Figure 1. I/O nets highlighted (run 1).
Drawn at 2 px/µm.
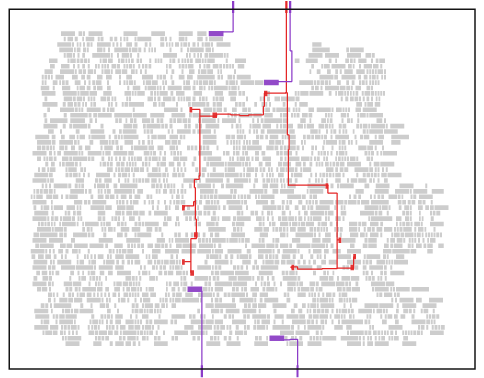
Figure 2. Clock wires, drivers and flops (run 1).
Drawn at 1 px/µm.
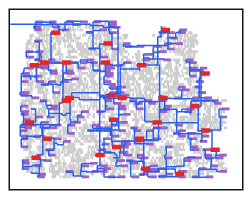
Figure 3. Register map, names as in the netlist (run 1).
Drawn at 1 px/µm.
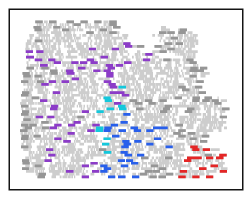
`config.mk`:
```
export PLATFORM = sky130hd
export DESIGN_NAME = led_status_driver
export DESIGN_NICKNAME = d
export VERILOG_FILES = /design/src/rtl/led_drv_pkg.sv /design/src/rtl/led_channel.sv /design/src/rtl/led_status_driver.sv
export SDC_FILE = /design/constraint.sdc
export NUM_CORES = 1
export LEC_CHECK = 0
export ABC_AREA = 1
export CAP_MARGIN = 5
export CORE_ASPECT_RATIO = 0.75
export CORE_MARGIN = 10
export CORE_UTILIZATION = 52
export CTS_CLUSTER_SIZE = 20
export DETAILED_ROUTE_END_ITERATION = 10
export DONT_BUFFER_PORTS = 1
export PLACE_DENSITY = 0.71
export SYNTH_ARGS = -nofsm -noshare
export SYNTH_HDL_FRONTEND = slang
export SYNTH_SLANG_ARGS = --single-unit
```
`constraint.sdc`:
```
create_clock -name clk50 -period 3.3 [get_ports clk50]
set_input_delay 0.825 -clock clk50 [delete_from_list [all_inputs] [get_ports clk50]]
set_output_delay 0.825 -clock clk50 [all_outputs]
set_load 0.05 [all_outputs]
```
`src/rtl/led_drv_pkg.sv`:
```
// Shared types and constants for the multi-channel LED status driver.
package led_drv_pkg;

  localparam int unsigned MODE_W   = 3;
  localparam int unsigned PERIOD_W = 16;

  typedef enum logic [MODE_W-1:0] {
    MODE_OFF     = 3'd0,
    MODE_ON      = 3'd1,
    MODE_BLINK   = 3'd2,
    MODE_PWM     = 3'd3,
    MODE_BREATHE = 3'd4
  } led_mode_t;

  // Channel 0 powers up as the 1 Hz / 50% heartbeat; the rest stay dark.
  localparam logic [MODE_W-1:0]   CH0_RST_MODE   = MODE_BLINK;
  localparam logic [PERIOD_W-1:0] CH0_RST_PERIOD = 16'd1000;
  localparam logic [MODE_W-1:0]   CHN_RST_MODE   = MODE_OFF;
  localparam logic [PERIOD_W-1:0] CHN_RST_PERIOD = 16'd0;

  localparam logic [PERIOD_W-1:0] BLINK_MIN_PERIOD   = 16'd2;
  localparam logic [PERIOD_W-1:0] BREATHE_MIN_PERIOD = 16'd1;

  function automatic logic [PERIOD_W-1:0] clamp_period(input logic [PERIOD_W-1:0] p,
                                                       input logic [PERIOD_W-1:0] lo);
    return (p < lo) ? lo : p;
  endfunction

endpackage

```
`src/rtl/led_channel.sv`:
```
// One LED channel engine: config registers, tick-driven phase/level and the output flop.
module led_channel
  import led_drv_pkg::*;
#(
  parameter int unsigned          PWM_BITS   = 8,
  parameter logic [MODE_W-1:0]    RST_MODE   = CHN_RST_MODE,
  parameter logic [PERIOD_W-1:0]  RST_PERIOD = CHN_RST_PERIOD
) (
  input  logic                clk,
  input  logic                rst,
  input  logic                tick,
  input  logic [PWM_BITS-1:0] pwm_cnt,
  input  logic                load,
  input  logic [MODE_W-1:0]   cfg_mode,
  input  logic [PERIOD_W-1:0] cfg_period,
  input  logic [PWM_BITS-1:0] cfg_duty,
  output logic                led
);

  localparam logic [PWM_BITS-1:0] LVL_TOP = '1;

  logic [MODE_W-1:0]   mode, mode_next;
  logic [PERIOD_W-1:0] period, period_next;
  logic [PWM_BITS-1:0] duty, duty_next;
  logic [PERIOD_W-1:0] phase, phase_next;
  logic [PWM_BITS-1:0] level, level_next;
  logic                dir_up, dir_up_next;
  logic                led_next;
  logic [PERIOD_W-1:0] p_blink, p_breathe;

  always_ff @(posedge clk) begin
    if (rst) begin
      mode   <= RST_MODE;
      period <= RST_PERIOD;
      duty   <= '0;
      phase  <= '0;
      level  <= '0;
      dir_up <= 1'b1;
      led    <= 1'b0;
    end else begin
      mode   <= mode_next;
      period <= period_next;
      duty   <= duty_next;
      phase  <= phase_next;
      level  <= level_next;
      dir_up <= dir_up_next;
      led    <= led_next;
    end
  end

  // Mode engine; a config load overrides any same-edge tick advance.
  always_comb begin
    mode_next   = mode;
    period_next = period;
    duty_next   = duty;
    phase_next  = phase;
    level_next  = level;
    dir_up_next = dir_up;
    led_next    = 1'b0;
    p_blink     = clamp_period(period, BLINK_MIN_PERIOD);
    p_breathe   = clamp_period(period, BREATHE_MIN_PERIOD);

    case (mode)
      MODE_ON: led_next = 1'b1;
      MODE_BLINK: begin
        led_next = (phase < (p_blink >> 1));
        if (tick) phase_next = (phase == p_blink - 16'd1) ? '0 : phase + 16'd1;
      end
      MODE_PWM: led_next = (pwm_cnt < duty);
      MODE_BREATHE: begin
        led_next = (pwm_cnt < level);
        if (tick) begin
          if (phase == p_breathe - 16'd1) begin
            phase_next = '0;
            if (dir_up) begin
              level_next  = level + 1'b1;
              dir_up_next = (level != LVL_TOP - 1'b1);
            end else begin
              level_next  = level - 1'b1;
              dir_up_next = (level == PWM_BITS'(1));
            end
          end else begin
            phase_next = phase + 16'd1;
          end
        end
      end
      default: led_next = 1'b0;
    endcase

    if (load) begin
      mode_next   = cfg_mode;
      period_next = cfg_period;
      duty_next   = cfg_duty;
      phase_next  = '0;
      level_next  = '0;
      dir_up_next = 1'b1;
    end
  end

endmodule

```
`src/rtl/led_status_driver.sv`:
```
// Multi-channel LED status driver: shared ms tick and PWM carrier feeding N_CH channel engines.
module led_status_driver
  import led_drv_pkg::*;
#(
  parameter int unsigned CLK_FREQ_HZ = 50_000_000,
  parameter int unsigned TICK_HZ     = 1000,
  parameter int unsigned N_CH        = 4,
  parameter int unsigned PWM_BITS    = 8,
  localparam int unsigned CH_W       = (N_CH > 1) ? $clog2(N_CH) : 1
) (
  input  logic                clk50,
  input  logic                rst,
  input  logic                cfg_valid,
  output logic                cfg_ready,
  input  logic [CH_W-1:0]     cfg_ch,
  input  logic [MODE_W-1:0]   cfg_mode,
  input  logic [PERIOD_W-1:0] cfg_period,
  input  logic [PWM_BITS-1:0] cfg_duty,
  output logic [N_CH-1:0]     led,
  output logic                tick
);

  localparam int unsigned DIV   = CLK_FREQ_HZ / TICK_HZ;
  localparam int unsigned CNT_W = $clog2(DIV);

  logic [CNT_W-1:0]    div_cnt;
  logic [PWM_BITS-1:0] pwm_cnt;
  logic                xfer;

  // tick is high exactly while div_cnt sits at DIV-1, so register it one count early.
  always_ff @(posedge clk50) begin
    if (rst) begin
      div_cnt   <= '0;
      tick      <= 1'b0;
      pwm_cnt   <= '0;
      cfg_ready <= 1'b0;
    end else begin
      div_cnt   <= (div_cnt == CNT_W'(DIV - 1)) ? '0 : div_cnt + 1'b1;
      tick      <= (div_cnt == CNT_W'(DIV - 2));
      pwm_cnt   <= pwm_cnt + 1'b1;
      cfg_ready <= 1'b1;
    end
  end

  assign xfer = cfg_valid & cfg_ready;

  // Out-of-range cfg_ch matches no channel, so such transfers are dropped.
  for (genvar i = 0; i < N_CH; i++) begin : g_ch
    led_channel #(
      .PWM_BITS  (PWM_BITS),
      .RST_MODE  ((i == 0) ? CH0_RST_MODE : CHN_RST_MODE),
      .RST_PERIOD((i == 0) ? CH0_RST_PERIOD : CHN_RST_PERIOD)
    ) u_ch (
      .clk       (clk50),
      .rst       (rst),
      .tick      (tick),
      .pwm_cnt   (pwm_cnt),
      .load      (xfer && (cfg_ch == CH_W'(i))),
      .cfg_mode  (cfg_mode),
      .cfg_period(cfg_period),
      .cfg_duty  (cfg_duty),
      .led       (led[i])
    );
  end

endmodule

```
==> impl_metrics.toml, run 1 <==
# synthesis and place-and-route metrics
[floorplan]
core-area_um2 = 33380
ios = 38

[worst_setup_path]
worst_setup_path_start_kind = "flip-flop"
worstPathArrival_ns = 3.48
crit_type = "reg -> reg"
ff2ff_setup_slack_ns = 0.23
cp.depth = 17
crit_family = "simple AND/OR/NAND/NOR gates"
cp.required_ns = 3.71

[yosys]
ys.flops = 238
avgSynthCellArea_um2 = 6.938
synth.most_common_cell = "nand2_1"
ys_warn_count = 0

[placed_design]
dp.cells = 2936
dpl-instance-area_um2 = 17960
port_buffers = 0

[sta]
final.setup.tns_ns = 0
fin_ws_ns = 0.2337
min_period_over_period = 0.9292

[finish]
num-nets-final = 2694
design_area_um2 = 19040

[routing]
drt_iter0_drc = 1732
antenna_left = 0
dr_wl_met2_um = 20900

[clock_tree]
htreeDepth = 1
insertion_delay_ns = 0.56

[global_route]
grt_pass1_vias = 15210
track_usage = 0.2368

[hold_path]
hold_class = "in -> reg"
min_path_cells = 1

[run_status]
status = "finished clean"

[power]
switching_share = 0.3041
ir_drop_mv = 0.3861
leakagePower_nw = 8.063

[run]
maxCapViolations = 0
About Figure 1:
- red: rst (direction input; edge top; end cells 12; wire 358 µm)
- purple: led (direction output; edge 2 bottom, 2 top; end cells 4; wire 119 µm)

About Figure 2:
- blue: clock wires (length 3480 µm)
- purple: flip-flops (count 238)
- red: cells driving clock nets (count 27)
- flops lie: spread over the die

About Figure 3:
- blue: g_ch.u_ch.duty (flops 32; where bottom middle)
- cyan: g_ch.u_ch.mode (flops 12; where middle)
- purple: g_ch.u_ch.period (flops 64)
- red: div_cnt (flops 16; where bottom right)

-- run 1: registers in the layout, indices dropped and copies added, names as in the netlist --
name and flops:
g_ch.u_ch.period 64, g_ch.u_ch.phase 64, g_ch.u_ch.duty 32, g_ch.u_ch.level 32
div_cnt 16, g_ch.u_ch.mode 12, pwm_cnt 8, g_ch.u_ch.dir_up 4
g_ch.u_ch.led 4, cfg_ready 1, tick 1
-- run 1: cell usage in the layout, fill, tap and decap left out, types with 5 or more instances in the layout --
cell type  count
o21ai_0      154
dfxtp_1      235
nand2_4        5
nand3b_1      10
nand2_2       12
o21a_1         6
a31oi_1        5
inv_2          7
nor2_4        12
nor2_1       243
nand2_1      465
nand3_2        6
nand3_1      130
a21oi_1      196
inv_1        295
nand4_1       97
nor3b_1        7
buf_4         25
clkbuf_8       6
xor2_1       164
a2111oi_0      5
or2_2         10
o211ai_1      16
xnor2_1       44
clkbuf_16     27
ha_1         143
a211oi_1       6
o21bai_1       5
nor4_1        13
nor3_1        63
a21o_1         5
nor2_2        42
clkinv_1       8
clkinv_2       8
-- run 1: final cells by class --
| cell class | count | area (µm²) |
|---|---|---|
| fill | 3182 | 14340 |
| multi-input combinational | 1913 | 11350 |
| sequential | 238 | 4768 |
| inverter | 311 | 1169 |
| clock buffer | 36 | 769.5 |
| tap | 450 | 563.0 |
| timing repair buffer | 28 | 247.7 |
| clock inverter | 13 | 170.2 |
| antenna | 3 | 7.507 |
-- run 1: cells by family after synthesis --
family	synth area share
muxes	0.001141
buffers and inverters	0.08650
xor gates and xnor gates	0.1053
adders and majority gates	0.1020
and+or+nand+nor	0.3074
AOI/OAI and AO/OA	0.1262
DFF	0.2716
Figure 4. Placed cells, one colour a class (run 1).
Drawn at 1 px/µm.
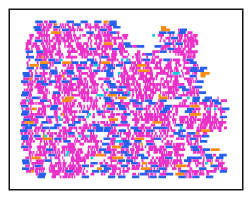

==> run 1 -> run 2 <==
--- a/config.mk
+++ b/config.mk
@@ -14,4 +14,5 @@
 export DETAILED_ROUTE_END_ITERATION = 10
 export DONT_BUFFER_PORTS = 1
+export GPL_TIMING_DRIVEN = 0
 export PLACE_DENSITY = 0.71
 export SYNTH_ARGS = -nofsm -noshare
==> constraint.sdc (replaced) <==
create_clock -name clk50 -period 3.3 [get_ports clk50]
set_input_delay 0.99 -clock clk50 [delete_from_list [all_inputs] [get_ports clk50]]
set_output_delay 0.99 -clock clk50 [all_outputs]
set_load 0.05 [all_outputs]
Figure 5. Placed cells, one colour a class (run 2).
Drawn at 1 px/µm.
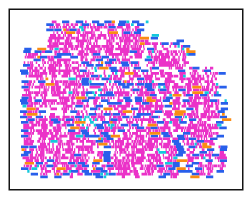
- orange: clock drivers and dummy loads (cells 50; share of their area 5.3%)
- blue: flip-flops (cells 238; share of their area 25%)
- cyan: other buffers and delay cells (cells 75; share of their area 2.5%)
- magenta: all other logic (cells 2225; share of their area 67%)

==> impl_metrics.toml, run 2 <==
# synthesis and place-and-route metrics
[run_status]
status = "finished clean"

[finish]
flop_area_um2 = 4771
nonClkBufAreaFrac = 0.02465
final-clk-cell-share = 0.05130
design_area_um2 = 19390
n_clock_buffer = 32
combGateArea_um2 = 11420
comb_share = 0.5887
diodes = 0
lay_top_count = "nand2_1"

[floorplan]
ios = 38
nWellTaps = 450

[routing]
antenna_left = 0
dr_wl_met2_um = 21570

[yosys]
synth.most_common_cell = "nand2_1"
avgSynthCellArea_um2 = 6.938
ys_warn_count = 0

[run]
maxCapViolations = 0

[placed_design]
port_buffers = 0
dp.cells = 2979

[worst_setup_path]
cp.required_ns = 3.70
crit_type = "reg -> reg"
ff2ff_setup_slack_ns = 0.12

[power]
leakagePower_nw = 8.147

[sta]
fin_ws_ns = 0.1219

[hold_path]
min_path_cells = 2
Figure 6. Clock wires, drivers and flops (run 2).
Drawn at 1 px/µm.
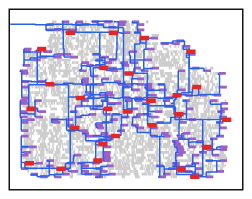
- blue: clock wires (length 3540 µm)
- red: cells driving clock nets (count 27)
- purple: flip-flops (count 238)
- routed clock nets: 28
- flops lie: spread over the die

run 2: cell counts after synthesis:
Identical to the previous run, type by type.
run 2: how the worst max path moves through the flow:
stage	to	slack (ns)	startpoint
after floorplan	g_ch[0].u_ch.dir_up	0.74	g_ch[0].u_ch.period[4]
after CTS	g_ch[1].u_ch.dir_up	0.01	g_ch[1].u_ch.period[0]
after global routing	g_ch[2].u_ch.phase[13]	-0.02	g_ch[2].u_ch.period[12]
after detailed placement	g_ch[3].u_ch.dir_up	0.04	g_ch[3].u_ch.period[8]
final	g_ch[3].u_ch.dir_up	0.12	g_ch[3].u_ch.period[8]
after global placement	g_ch[2].u_ch.phase[15]	0.06	tick
run 2: worst max-delay path, stage by stage (launching register included):
cell	delay, ns
dfxtp_1	0.50
nor2_4	0.08
nand2_1	0.12
nor2_1	0.07
nand2_2	0.08
nand2_1	0.08
inv_2	0.10
ha_1	0.20
nand2_2	0.12
nor2_1	0.18
xor2_2	0.24
xor2_1	0.17
nand4_1	0.11
nor2b_2	0.32
buf_4	0.27
nand3_4	0.16
nand2_1	0.11
nand3_1	0.07
run 2: kinds of logic after synthesis:
| family | Yosys count | share of synthesized area |
|---|---|---|
| and+or+nand+nor | 1146 | 0.3074 |
| xor gates and xnor gates | 210 | 0.1053 |
| AOI/OAI and AO/OA | 412 | 0.1262 |
| buffers and inverters | 378 | 0.08650 |
| muxes | 2 | 0.001141 |
| DFF | 238 | 0.2716 |
| adders and majority gates | 143 | 0.1020 |
run 2: where the power goes:
part | internal [mW] | switching, mW | total [mW]
Combinational | 0.599 | 1.07 | 1.67
Sequential | 2.93 | 0.0629 | 2.99
Clock | 2.05 | 1.34 | 3.39
Total | 5.58 | 2.47 | 8.05
Power figures rest on the tool's default switching activity, not on a simulated workload.
